===== src/rtl/fetch_unit.sv =====
// -----------------------------------------------------------------------------
// fetch_unit
//
// Instruction fetch stage. Keeps the program counter, issues one instruction
// memory read at a time and pushes {pc, instruction} pairs into the downstream
// instruction queue. Redirects from the back end (flush) are honoured even
// while a memory read is in flight: the outstanding response is dropped and
// fetch resumes at the newest redirect target. When the queue is full, a
// returned instruction is parked in a hold register until the queue has room,
// so nothing is lost.
//
// Optional build macro:
//   FETCH_PERF_EN  - adds three 32-bit wrapping performance counters
//                    (perf_fetched, perf_full_stall, perf_flush_drop).
//
// Ports:
//   clk, rst        clock and synchronous active-high reset
//   flush           single-cycle redirect request from the back end
//   redirect_pc     redirect target, valid with flush
//   imem_read       instruction memory read request (held until imem_resp)
//   imem_addr       read address (held until imem_resp)
//   imem_rdata      returned instruction, valid with imem_resp
//   imem_resp       single-cycle read completion
//   iq_full         instruction queue is full
//   iq_enq          enqueue strobe (never asserted while iq_full=1)
//   iq_data         {pc, instr}, pc in the upper half
//   perf_*          performance counters (FETCH_PERF_EN builds only)
// -----------------------------------------------------------------------------
module fetch_unit #(
    parameter int unsigned      WIDTH    = 32,
    parameter logic [WIDTH-1:0] RESET_PC = 32'h00000060
) (
    input  logic               clk,
    input  logic               rst,
    input  logic               flush,
    input  logic [WIDTH-1:0]   redirect_pc,
    output logic               imem_read,
    output logic [WIDTH-1:0]   imem_addr,
    input  logic [WIDTH-1:0]   imem_rdata,
    input  logic               imem_resp,
    input  logic               iq_full,
    output logic               iq_enq,
`ifdef FETCH_PERF_EN
    output logic [31:0]        perf_fetched,
    output logic [31:0]        perf_full_stall,
    output logic [31:0]        perf_flush_drop,
`endif
    output logic [2*WIDTH-1:0] iq_data
);

    typedef enum logic {
        S_FETCH = 1'b0,  // read request outstanding at pc_q
        S_HOLD  = 1'b1   // returned instruction parked, waiting for queue room
    } state_e;

    state_e               state_q, state_d;
    logic [WIDTH-1:0]     pc_q, pc_d;
    logic                 flush_pending_q, flush_pending_d;
    logic [WIDTH-1:0]     target_q, target_d;
    logic [2*WIDTH-1:0]   hold_q, hold_d;

    logic [WIDTH-1:0]     pc_inc;

    // Modulo 2^WIDTH: the top of the address space wraps to zero.
    assign pc_inc = pc_q + WIDTH'(4);

    // -------------------------------------------------------------------------
    // Next-state and output logic
    // -------------------------------------------------------------------------
    always_comb begin
        // NOTE: every signal driven here gets a default first, so no path
        // through the case/if tree can leave one unassigned and infer a latch.
        state_d         = state_q;
        pc_d            = pc_q;
        flush_pending_d = flush_pending_q;
        target_d        = target_q;
        hold_d          = hold_q;
        imem_read       = 1'b0;
        imem_addr       = pc_q;
        iq_enq          = 1'b0;
        iq_data         = '0;

        // Outputs are forced quiet during the reset cycle itself.
        if (!rst) begin
            case (state_q)
                S_FETCH: begin
                    imem_read = 1'b1;
                    iq_data   = {pc_q, imem_rdata};
                    if (imem_resp) begin
                        if (flush || flush_pending_q) begin
                            // Response belongs to the wrong path: drop it.
                            // A same-cycle flush is newer than any pending one.
                            pc_d            = flush ? redirect_pc : target_q;
                            flush_pending_d = 1'b0;
                        end else if (!iq_full) begin
                            iq_enq = 1'b1;
                            pc_d   = pc_inc;
                        end else begin
                            hold_d  = {pc_q, imem_rdata};
                            state_d = S_HOLD;
                        end
                    end else if (flush) begin
                        // The request cannot be withdrawn, so the redirect is
                        // remembered and applied when the response arrives.
                        // A later flush simply overwrites the target.
                        flush_pending_d = 1'b1;
                        target_d        = redirect_pc;
                    end
                end

                S_HOLD: begin
                    iq_data = hold_q;
                    iq_enq  = ~iq_full & ~flush;
                    if (flush) begin
                        pc_d    = redirect_pc;
                        state_d = S_FETCH;
                    end else if (!iq_full) begin
                        pc_d    = pc_inc;
                        state_d = S_FETCH;
                    end
                end

                default: begin
                    state_d = S_FETCH;
                end
            endcase
        end
    end

    // -------------------------------------------------------------------------
    // State registers
    // -------------------------------------------------------------------------
    always_ff @(posedge clk) begin
        // NOTE: non-blocking assignments so every flop samples the values from
        // before this edge, independent of statement order.
        if (rst) begin
            state_q         <= S_FETCH;
            pc_q            <= RESET_PC;
            flush_pending_q <= 1'b0;
            target_q        <= '0;
            hold_q          <= '0;
        end else begin
            state_q         <= state_d;
            pc_q            <= pc_d;
            flush_pending_q <= flush_pending_d;
            target_q        <= target_d;
            hold_q          <= hold_d;
        end
    end

`ifdef FETCH_PERF_EN
    // -------------------------------------------------------------------------
    // Performance counters (32-bit, wrapping)
    // -------------------------------------------------------------------------
    logic [31:0] perf_fetched_q,    perf_fetched_d;
    logic [31:0] perf_full_stall_q, perf_full_stall_d;
    logic [31:0] perf_flush_drop_q, perf_flush_drop_d;
    logic        drop_event;

    always_comb begin
        // A dropped wrong-path response, or a held entry discarded by flush.
        drop_event = ((state_q == S_FETCH) && imem_resp && (flush || flush_pending_q))
                   || ((state_q == S_HOLD) && flush);

        perf_fetched_d    = perf_fetched_q    + {31'd0, iq_enq};
        perf_full_stall_d = perf_full_stall_q + {31'd0, (state_q == S_HOLD)};
        perf_flush_drop_d = perf_flush_drop_q + {31'd0, drop_event};
    end

    always_ff @(posedge clk) begin
        if (rst) begin
            perf_fetched_q    <= '0;
            perf_full_stall_q <= '0;
            perf_flush_drop_q <= '0;
        end else begin
            perf_fetched_q    <= perf_fetched_d;
            perf_full_stall_q <= perf_full_stall_d;
            perf_flush_drop_q <= perf_flush_drop_d;
        end
    end

    assign perf_fetched    = perf_fetched_q;
    assign perf_full_stall = perf_full_stall_q;
    assign perf_flush_drop = perf_flush_drop_q;
`endif

endmodule


===== config.mk =====
export PLATFORM = sky130hd
export DESIGN_NAME = fetch_unit
export DESIGN_NICKNAME = d
export VERILOG_FILES = /design/src/rtl/fetch_unit.sv
export SDC_FILE = /design/constraint.sdc
export NUM_CORES = 1
export LEC_CHECK = 0
export CORE_MARGIN = 8
export CORE_UTILIZATION = 45
export CTS_BUF_LIST = sky130_fd_sc_hd__clkbuf_16
export CTS_CLUSTER_SIZE = 30
export DETAILED_ROUTE_END_ITERATION = 7
export DONT_BUFFER_PORTS = 1
export GPL_TIMING_DRIVEN = 1
export HOLD_SLACK_MARGIN = 0.02
export PLACE_DENSITY_LB_ADDON = 0.3
export SETUP_SLACK_MARGIN = 0.05
export SKIP_CTS_REPAIR_TIMING = 1
export SYNTH_ARGS = -nofsm -noshare
export SYNTH_HDL_FRONTEND = slang
export SYNTH_SLANG_ARGS = --single-unit

===== constraint.sdc =====
create_clock -name clk -period 2.8 [get_ports clk]
set_clock_uncertainty 0.2 [all_clocks]
set_input_delay 0.56 -clock clk [delete_from_list [all_inputs] [get_ports clk]]
set_output_delay 0.56 -clock clk [all_outputs]
set_load 0.01 [all_outputs]

run_1/logic_types.png
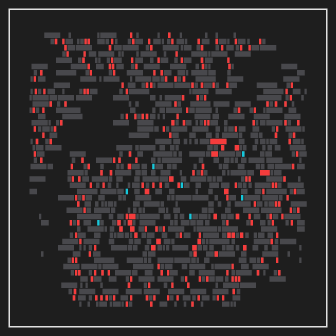
Key: red = NAND gates [cells 237, where spread over the die]; cyan = inverters [cells 7]

run_1/power_grid.png
Pins as bars on the die edge.
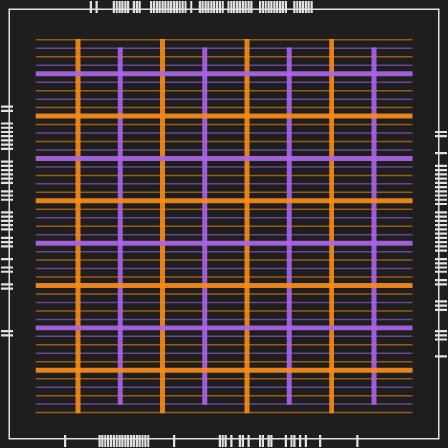
Key: purple = VDD; orange = VSS
167 signal pins sit on the boundary. 8 straps on met5. The core has 44 rows. 45 met1 rails follow the rows.

run_1/clocks.png
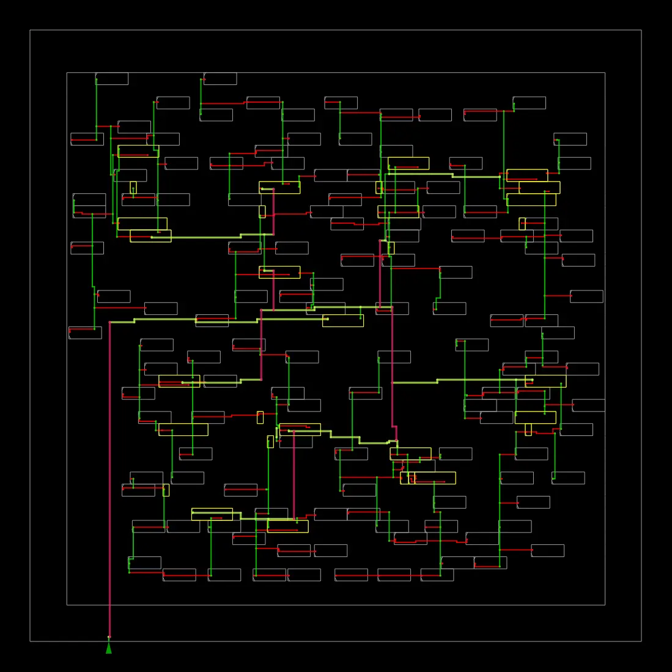
clk pwr: 0.00216 W
Inserted Clock Buffers: 17
clock buffer count: 17
seq_cells: 130

run_1/flops_by_reg.png
Other sequential cells in the stronger gray, the rest of the logic in the fainter gray.
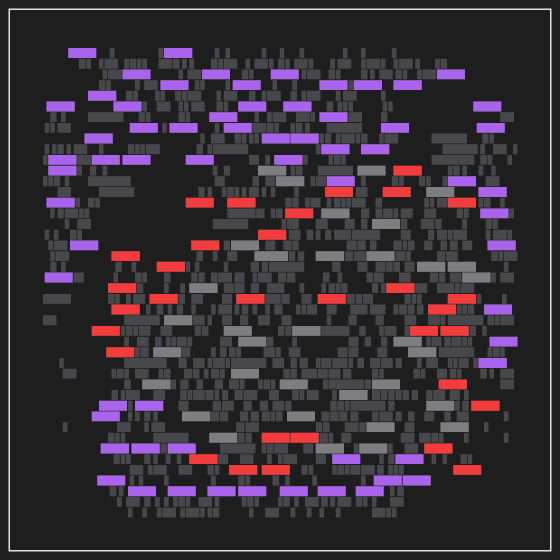
Key: red = target_q [sequential cells 32]; purple = hold_q [sequential cells 64, where spread over the die]

==> run_results.csv, run 1 <==
group,metric,value,unit
run_status,status,"complete, no violations",
placed_design,place_congestion,0.852,
yosys,syn_nets,960,
run,maxCapViolCount,0,
yosys,synthCells,890,
yosys,ys_cells,890,
final_timing,setup_slack,0.286,ns
yosys,yosysWarnings,0,
final_timing,period_used_share,89.8,%
setup_path,rr_endpoint,"imem_addr[22]$_SDFFE_PP0N_",
setup_path,endpoint,"iq_data[32]",
global_route,track_usage,20.9,%
final_timing,drv_slew,0,
final_timing,setup_violations,0,
placed_design,hpwl,13400,um
final_layout,fillCellCount,1438,
floorplan,fp_util,45.8,%
setup_path,reg2reg_from,"imem_addr[10]$_SDFFE_PP0N_",
floorplan,die_x,137,um
setup_path,end_kind,"output port",
final_timing,tightest_slew,0.521,ns
cts,htree_levels,4,
drt,firstDrtPassIters,5,
setup_path,cp_num_cells,3,
drt,post-route-drc-count,0,
setup_path,cp-start-kind,"register",
final_layout,syn_to_final_growth,12.5,%
cts,clk_root_buffer_cell,"clkbuf_16",
global_route,grt_overflow,0,
final_timing,relSlewSlack,65.2,%
final_layout,most-common-layout-cells,"209 x nand2_1, 129 x dfxtp_1, 127 x a21oi_1, 95 x nor2_1, 68 x mux2i_1",
setup_path,cp.buffers_inverters,1,
cts,clock_sinks,130,
drt,viasPerCell,5.90,
global_route,antenna_found_initial,0,
yosys,synth.distinct_cells,56,
final_timing,hold_viol,0,
yosys,edf_count,0,
final_layout,postLayoutCoreUtil,51.6,%
power,cellLeakagePower,2.60,nW
drt,routed-via-count,6286,
final_layout,finalNetCount,939,
floorplan,fp-row-count,44,
setup_path,r2r_setup_slack,0.47,ns
final_layout,comb_area,0.00373,mm2
setup_path,cp_max_fo,41,
final_layout,antenna_cells,0,
drt,drt-total-wl,20600,um
cts,clockBufferDepth,2,
yosys,numSynthFlops,130,
yosys,top_cells_by_area,"dfxtp_1 39%, nand2_1 12%, mux2i_1 10%",
final_timing,grt_setup_unrepaired,"false",
yosys,top_cell_area_share,39.2,%
placed_design,numPortBuffers,0,
floorplan,core-area,0.0145,mm2
final_layout,ff_latch_area,0.00261,mm2
floorplan,dieArea,0.0189,mm2
power,power_density,624,mW/mm2
global_route,grt_pass1_wl,31100,um
cts,insertion_delay,0.42,ns
final_timing,post-route-min-period,2.51,ns
global_route,grt_max_degree,195,
cts,cts_tree,"built",
setup_path,cp.arrival,1.75,ns
drt,wl_per_cell,19.3,um
yosys,postSynthSeqShare,39.2,%
yosys,yosysChipArea,0.00664,mm2
-- run 1: sequential cells by signal, summed over array words and instances (netlist names) --
signal,cells
imem_addr,32
flush_pending_q,1
target_q,32
state_q,1
hold_q,64
-- run 1: where the power goes --
group          internal (W)  switching, W  leakage [nW]
Clock               0.00136      0.000804         0.290
Sequential          0.00193     0.0000903          1.06
Combinational      0.000182      0.000299          1.25
-- run 1: logic make-up (layout without fill, tap and decap cells) --
group                      count (synthesis)  count (layout)  share of synthesized area, %
DFF                                      130             130                          39.2
AOI/OAI and AO/OA                        212             212                          19.2
adders and majority gates                  1               1                         0.189
muxes                                     68              68                          10.3
and+or+nand+nor                          396             396                          26.4
buffers and inverters                     83              74                          4.77
-- run 1: Yosys cell counts, drive strengths merged (2+ instances only) --
cell and count:
inv 7, a221o 4, nand4b 2, mux2i 68, nor2 96, a21oi 127, or3 4, nand4 8
clkbuf 68, a221oi 13, and4 3, dfxtp 130, o21ai 23, or2 4, a211oi 6, a22oi 5
a222oi 4, nor2b 6, and2 4, nand3 15, nand2 210, o211ai 2, o41ai 4, and3 11
or4 3, a311oi 2, o2bb2ai 2, buf 8, nor4 8, o32ai 2, o22ai 3, nor3 13
a2bb2oi 4, o31a 2, nor3b 5, o21a 2
-- run 1: how the worst min path moves through the flow --
stage	start	endpoint	slack (ns)	cells past startpoint
after CTS	rst	hold_q[0]$_SDFFE_PP0P_	0.0008	1
final	rst	target_q[26]$_SDFFE_PP0P_	0.03	1
after detailed placement	target_q[21]$_SDFFE_PP0P_	target_q[21]$_SDFFE_PP0P_	0.24	2
after global placement	target_q[21]$_SDFFE_PP0P_	target_q[21]$_SDFFE_PP0P_	0.24	2
after floorplan	target_q[21]$_SDFFE_PP0P_	target_q[21]$_SDFFE_PP0P_	0.23	2
after global routing	rst	target_q[24]$_SDFFE_PP0P_	0.02	1
-- run 1: layer usage --
layer / global-route usage (%) / vias to the layer above / share of wire, %
met3: 7.95 / 23 / 9.9
met4: 7.36 / 0 / 1.5
met5: 0 / - / 0
li1: - / 3061 / -
met2: 32.3 / 233 / 47
met1: 26.2 / 2969 / 42
-- run 1: cell type report --
cell class,count,area share (%)
Timing Repair Buffer,36,4.24
Tap cell,184,3.08
Inverter,7,0.352
Clock buffer,17,5.70
Sequential cell,130,34.9
Multi-Input combinational cell,677,49.9
Clock inverter,14,1.78
-- run 1: metrics by stage --
stage | cell area [um2] | cells | power (W)
after CTS | 7420 | 1062 | 0.00468
after floorplan | 6640 | 890 | 0.00242
after global placement | 6860 | 1031 | 0.00251
after global routing | 7470 | 1065 | 0.00485
final | 7470 | 1065 | 0.00466
after detailed placement | 6860 | 1031 | 0.00252
run_1/layer_met1.png
Supply wires on this layer in gray.
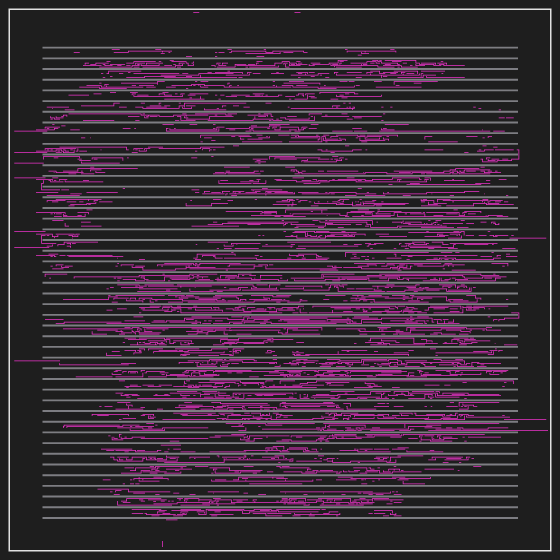

## Run 2: what changed since run 1
--- a/config.mk
+++ b/config.mk
@@ -16,6 +16,8 @@
 export PLACE_DENSITY_LB_ADDON = 0.3
 export SETUP_SLACK_MARGIN = 0.05
 export SKIP_CTS_REPAIR_TIMING = 1
+export SLEW_MARGIN = 20
 export SYNTH_ARGS = -nofsm -noshare
 export SYNTH_HDL_FRONTEND = slang
 export SYNTH_SLANG_ARGS = --single-unit
+export TNS_END_PERCENT = 5
run_2/layer_met1.png
Supply wires on this layer in gray.
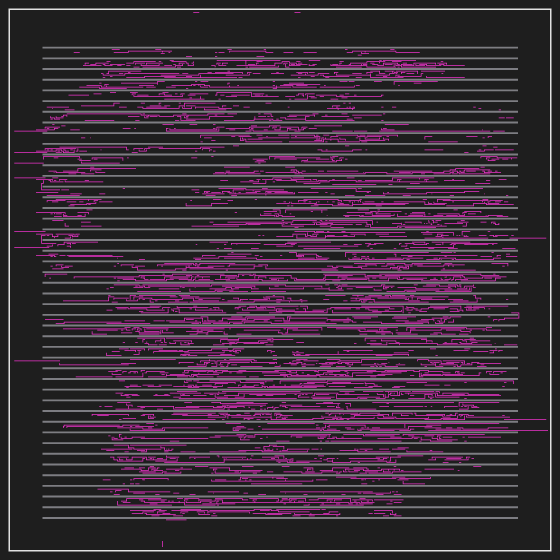
The layer holds 42% of the routed length. The layer carries 8590 um of wire.

==> run_results.csv, run 2 <==
group,metric,value,unit
global_route,track_usage,20.9,%
yosys,top_area_cell,"dfxtp_1",
global_route,grt_pass1_vias,5783,
run_status,status,"complete, no violations",
power,power_density,625,mW/mm2
global_route,grt_max_degree,195,
placed_design,place_congestion,0.852,
setup_path,cp_max_fo,12,
final_timing,setup_slack,0.199,ns
final_layout,final_area,0.00746,mm2
drt,wl_per_cell,19.2,um
drt,viasPerCell,5.88,
setup_path,cp.arrival,1.84,ns
yosys,synth.distinct_cells,56,
setup_path,end_kind,"output port",
cts,clockBufferDepth,2,
setup_path,cp-start-kind,"register",
final_timing,drv_slew,0,
yosys,top_cell_area_share,39.2,%
run,maxCapViolCount,0,
global_route,grt_pass1_wl,31100,um
cts,htree_levels,4,
placed_design,numPortBuffers,0,
drt,drt-total-wl,20500,um
yosys,top_cell,"nand2_1",
yosys,postSynthSeqShare,39.2,%
final_layout,top_register,"hold_q",
yosys,edf_count,0,
yosys,syn_nets,960,
floorplan,die_x,137,um
yosys,numSynthFlops,130,
floorplan,io_pins,167,
final_layout,antenna_cells,0,
yosys,synthCells,890,
floorplan,fp-row-count,44,
final_layout,syn_to_final_growth,12.5,%
drt,routed-via-count,6261,
final_timing,period_used_share,92.9,%
cts,cts_buffers,17,
drt,post-route-drc-count,0,
cts,cts_tree,"built",
final_layout,fin_cells,1065,
floorplan,fp_util,45.8,%
yosys,ys_cells,890,
yosys,yosysChipArea,0.00664,mm2
final_timing,relSlewSlack,65.3,%
placed_design,placed_area,0.00686,mm2
yosys,common_cells,"209 x nand2_1, 130 x dfxtp_1, 127 x a21oi_1",
final_timing,grt_setup_unrepaired,"true",
placed_design,dp_cells,1031,
power,cellLeakagePower,2.60,nW
global_route,grt_overflow,0,
final_layout,largest_reg_flops,64,
final_layout,finalNetCount,939,
final_timing,setup_violations,0,
run_2/clocks.png
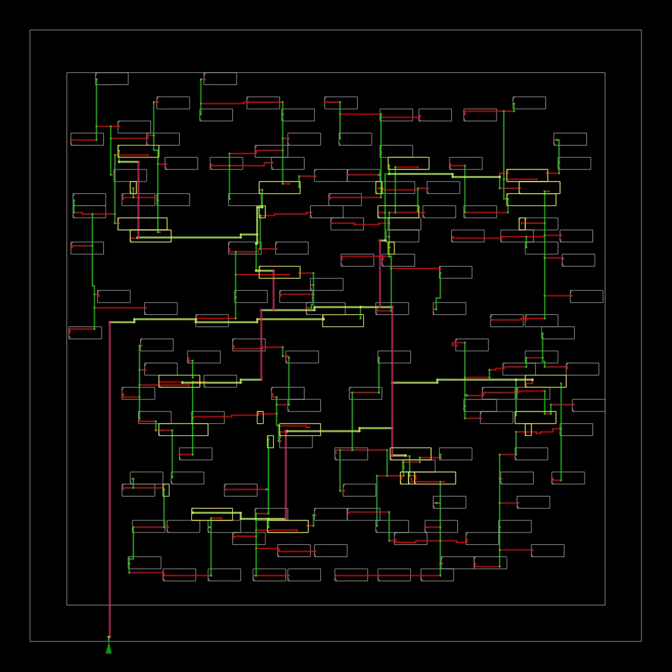
Sink Count: 130
Latency at later pin: 0.42 ns

-- run 2: netlist changes by cell type in the layout (fill, tap and decap cells not counted) --
cell | before | now
nor3_1 | 11 | 12
nor3_2 | 2 | 1
-- run 2: final timing paths --
check / from / to / slack (ns) / depth (start not counted)
setup reg to reg: imem_addr[10]$_SDFFE_PP0N_ / imem_addr[22]$_SDFFE_PP0N_ / 0.47 / 5
hold reg to reg: hold_q[5]$_SDFFE_PP0P_ / hold_q[5]$_SDFFE_PP0P_ / 0.25 / 2
hold / removal: rst / target_q[26]$_SDFFE_PP0P_ / 0.03 / 1
setup / recovery: state_q$_SDFF_PP0_ / iq_enq / 0.20 / 5
-- run 2: final cells by class --
cell class / count / area (um2)
inverter: 7 / 26.3
clock buffer: 17 / 425
timing repair buffer: 36 / 317
clock inverter: 14 / 133
sequential: 130 / 2610
multi-input combinational: 677 / 3720
tap: 184 / 230
fill: 1437 / 7020
-- run 2: cell families (layout without fill, tap and decap cells) --
kind of cell / after synthesis / count (layout) / share of synthesized area [%]
multiplexers: 68 / 68 / 10.3
flip-flops: 130 / 130 / 39.2
buffers and inverters: 83 / 74 / 4.77
adder cells (fa/ha/maj): 1 / 1 / 0.189
AND/OR/NAND/NOR: 396 / 396 / 26.4
AND-OR/OR-AND: 212 / 212 / 19.2
-- run 2: worst max-delay path, cell delays in order, from the launching register on --
cell and delay (ns):
dfxtp_4 0.44, nor2b_1 0.12, nor2_1 0.13, nand2_1 0.16, nor3_1 0.37, buf_4 0.20
-- run 2: layer usage --
layer / GRT usage, % / vias up / part of all wire, %
li1: - / 3057 / -
met1: 26.2 / 2969 / 42
met2: 32.3 / 211 / 47
met3: 7.95 / 24 / 9.7
met4: 7.36 / 0 / 1.5
met5: 0 / - / 0
-- run 2: where the power goes --
part	internal (W)	total [W]	switching [W]	leakage (nW)
registers	0.00193	0.00202	0.0000898	1.06
logic	0.000182	0.000480	0.000298	1.25
clock network	0.00136	0.00216	0.000804	0.290
total	0.00347	0.00466	0.00119	2.60
-- run 2: per-stage QoR --
| stage | total power [W] | util (%) | hold slack [ns] |
|---|---|---|---|
| 3_5_place_dp | 0.00252 | 47.4 | 0.238 |
| 3_3_place_gp | 0.00251 | 47.4 | 0.236 |
| 5_1_grt | 0.00485 | 51.5 | 0.0213 |
| 4_1_cts | 0.00468 | 51.2 | 0.000817 |
| 2_1_floorplan | 0.00242 | - | 0.231 |
| 6_report | 0.00466 | 51.5 | 0.0341 |
Power and IR drop assume default switching activity.
